Fig. 1: run 1, clock wires, drivers and flops
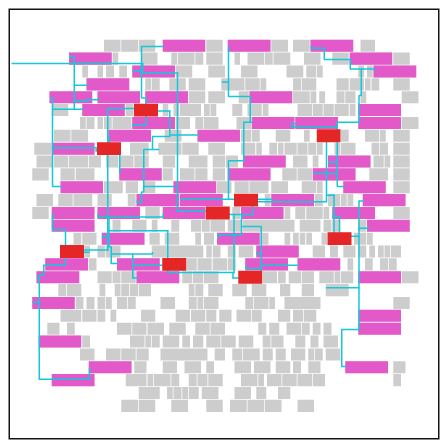
Fig. 2: run 1, track usage over the die
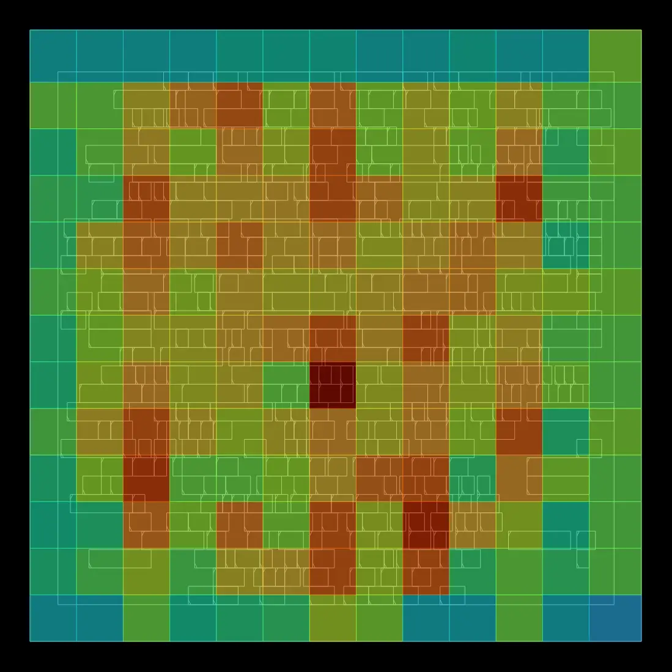
Fig. 3: run 1, supply network
Pins as bars on the die edge. Tap cells in grey.
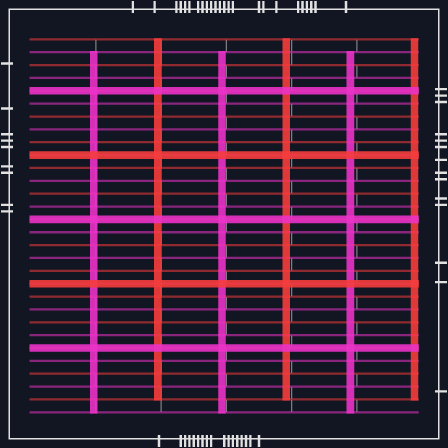
Fig. 4: run 1, sequential cells coloured by netlist name
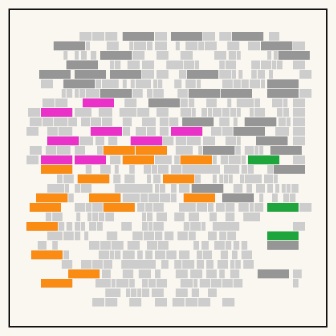
==> config.mk <==
export PLATFORM = sky130hd
export DESIGN_NAME = tmr_scrub_ctrl
export DESIGN_NICKNAME = d
export VERILOG_FILES = /design/src/rtl/tmr_scrub_ctrl.sv
export SDC_FILE = /design/constraint.sdc
export NUM_CORES = 1
export LEC_CHECK = 0
export CORE_MARGIN = 4
export CORE_UTILIZATION = 50
export CTS_CLUSTER_SIZE = 16
export DETAILED_ROUTE_END_ITERATION = 16
export PLACE_DENSITY = 0.78
export SYNTH_ARGS = -nofsm -noshare
export SYNTH_HDL_FRONTEND = slang
export SYNTH_SLANG_ARGS = --single-unit
==> constraint.sdc <==
create_clock -name clk -period 6.45 [get_ports clk]
set_input_delay 0.9675 -clock clk [delete_from_list [all_inputs] [get_ports clk]]
set_output_delay 0.9675 -clock clk [all_outputs]
set_load 0.02 [all_outputs]
==> impl_metrics.xml <==
<?xml version="1.0" encoding="UTF-8"?>
<metrics>
  <group name="floorplanning">
    <metric name="initCoreUtil" unit="%">52.44</metric>
    <metric name="tapcell.inserted" unit="">77</metric>
    <metric name="placement_rows" unit="">29</metric>
    <metric name="io-pin-count" unit="">64</metric>
    <metric name="die_area" unit="sq um">8196</metric>
  </group>
  <group name="global_routing">
    <metric name="global_route.usage.total" unit="%">21.21</metric>
    <metric name="antenna_found_initial" unit="">0</metric>
    <metric name="grt_remaining_overflow" unit="">0</metric>
    <metric name="global_routing_met2_resource_utilization" unit="%">33.05</metric>
    <metric name="grt_pass1_vias" unit="">2777</metric>
    <metric name="largest_net_degree_at_the_start_of_global_routing" unit="">58</metric>
  </group>
  <group name="drt">
    <metric name="wire_per_inst" unit="um">16.41</metric>
    <metric name="vias_per_cell" unit="">5.930</metric>
    <metric name="drt.antenna.violating_nets" unit="">0</metric>
    <metric name="detail_route.wirelength.met1" unit="mm">3.802</metric>
    <metric name="initial_drt_pass_iterations" unit="">4</metric>
  </group>
  <group name="power">
    <metric name="power.share.combinational" unit="%">32.5</metric>
    <metric name="pwr.group.combinational" unit="W">0.000404</metric>
    <metric name="intPower" unit="W">0.0008547</metric>
    <metric name="top_power_group" unit="">sequential cells</metric>
    <metric name="power_leakage" unit="nW">1.673</metric>
    <metric name="p_per_area" unit="nW/um^2">288.7</metric>
    <metric name="report.power.total" unit="W">0.001242</metric>
    <metric name="p_sw" unit="W">0.0003875</metric>
  </group>
  <group name="sta">
    <metric name="setup_violating_endpoint_count_in_the_final_report" unit="">0</metric>
    <metric name="hold_ws" unit="ns">0.4920</metric>
    <metric name="worst_pin_slew" unit="ns">1.012</metric>
    <metric name="final_max_slew_viol_count" unit="">0</metric>
    <metric name="max-slew-margin-rel" unit="%">32.06</metric>
  </group>
  <group name="clock_tree">
    <metric name="cts_num_sinks" unit="">57</metric>
    <metric name="clock_tree.buffer_depth" unit="">2</metric>
    <metric name="post_cts.repair.setup_buffers" unit="">0</metric>
    <metric name="cts.root.buffer_cell" unit="">clkbuf_8</metric>
    <metric name="clkTransAtPathRegs" unit="ns">0.06</metric>
  </group>
  <group name="layout">
    <metric name="layout.buffer.nonclock.area_share" unit="%">15.06</metric>
    <metric name="final_layout_size_suffix_gt1_share" unit="%">8.471</metric>
    <metric name="final-instance-count-excl-fill" unit="">502</metric>
    <metric name="finalNetCount" unit="">455</metric>
    <metric name="dominant-cell-class" unit="">logic gates</metric>
    <metric name="clock_area_share" unit="%">5.321</metric>
    <metric name="antenna-diode-count" unit="">0</metric>
    <metric name="buffers" unit="">66</metric>
    <metric name="sh_comb_area" unit="%">43.44</metric>
    <metric name="ff_count" unit="">57</metric>
    <metric name="nMultiInputCombCells" unit="">278</metric>
    <metric name="leading_cell_type_in_the_layout_fill_and_taps_excluded" unit="">clkdlybuf4s50_1</metric>
  </group>
  <group name="setup_path">
    <metric name="worst_setup_path_end_kind" unit="">flop</metric>
    <metric name="critical_path.slowest_cell" unit="">or4_1</metric>
    <metric name="cp_num_cells" unit="">9</metric>
    <metric name="path_delay_family" unit="">simple AND/OR/NAND/NOR gates</metric>
    <metric name="worst_path_largest_cell_delay" unit="ns">0.59</metric>
    <metric name="startpoint_type" unit="">input port</metric>
    <metric name="crit_path_cell_chain" unit="">clkdlybuf4s50_1 -&gt; inv_1 -&gt; ha_1 -&gt; or4b_1 -&gt; or4_1 -&gt; a211o_1 -&gt; a211o_1 -&gt; or4_1 -&gt; a21boi_1</metric>
  </group>
  <group name="run_status">
    <metric name="run_status" unit="">complete, no violations</metric>
  </group>
  <group name="synthesis">
    <metric name="ys_dominant_reg_cell" unit="">dfrtp_1</metric>
    <metric name="yosys.area_share.aoi" unit="%">13.70</metric>
    <metric name="yosys-stat-area" unit="sq um">3406</metric>
    <metric name="synth.top_cell.area_share" unit="%">41.88</metric>
    <metric name="synth.net_count" unit="">395</metric>
    <metric name="synth_warnings" unit="">0</metric>
    <metric name="synthMostInstantiatedCell" unit="">dfrtp_1</metric>
    <metric name="leading_post_synthesis_cells_by_cell_area" unit="">dfrtp_1, xnor2_1, xor2_1, nor2_1, nand3_1</metric>
    <metric name="syn_area" unit="sq um">3406</metric>
    <metric name="common_cells" unit="">dfrtp_1, nor2_1, xnor2_1</metric>
    <metric name="synthDominantAreaCellType" unit="">dfrtp_1</metric>
    <metric name="yosys-stat-cells" unit="">361</metric>
    <metric name="syn-instance-count" unit="">361</metric>
    <metric name="yosysSeqAreaShare" unit="%">41.88</metric>
    <metric name="mux_share" unit="%">3.564</metric>
  </group>
  <group name="min_path">
    <metric name="worst_hold_path_type" unit="">reg -&gt; reg</metric>
  </group>
  <group name="placed_design">
    <metric name="preCtsSetupSlack" unit="ns">2.062</metric>
    <metric name="post-dp-hpwl" unit="mm">6.110</metric>
    <metric name="dpl.cell_count" unit="">487</metric>
  </group>
</metrics>
## Picture notes: Fig. 1
[flip-flops] magenta | count: 57
[clock drivers] red | count: 9
[clock wires] cyan | length: 719 um
routed clock nets: 10
skew final: 0.006856 ns
clock network fraction of design power: 30.6%
clock network power consumption: 0.000380 W
Late-Pin Clk Latency: 0.33 ns

## Picture notes: Fig. 2
global-route met3 utilization: 4.583%
GRT met1 Usage: 29.64%

## Picture notes: Fig. 3
| net | colour |
|---|---|
| VDD | red |
| VSS | magenta |
met4 straps: 6
met1 rails: 30
rows: 29
signal pins: 64
Core Region: 6495 sq um
Die Ht: 90.53 um
Die Wd: 90.53 um
worst-case vdd ir drop: 0.0002045 V

## Picture notes: Fig. 4
| netlist name | colour | sequential cells |
|---|---|---|
| `state_q` | green | 3 |
| `scrub_mask_o` | magenta | 8 |
| `timer_q` | orange | 16 |
sequential fraction of total cell area: 33.15%
sequential cell area in the final layout: 1426 sq um
Flop+latch power: 0.000458 W
final core occ: 66.25%

No activity file was given, so power comes from the tool's default toggle rates.
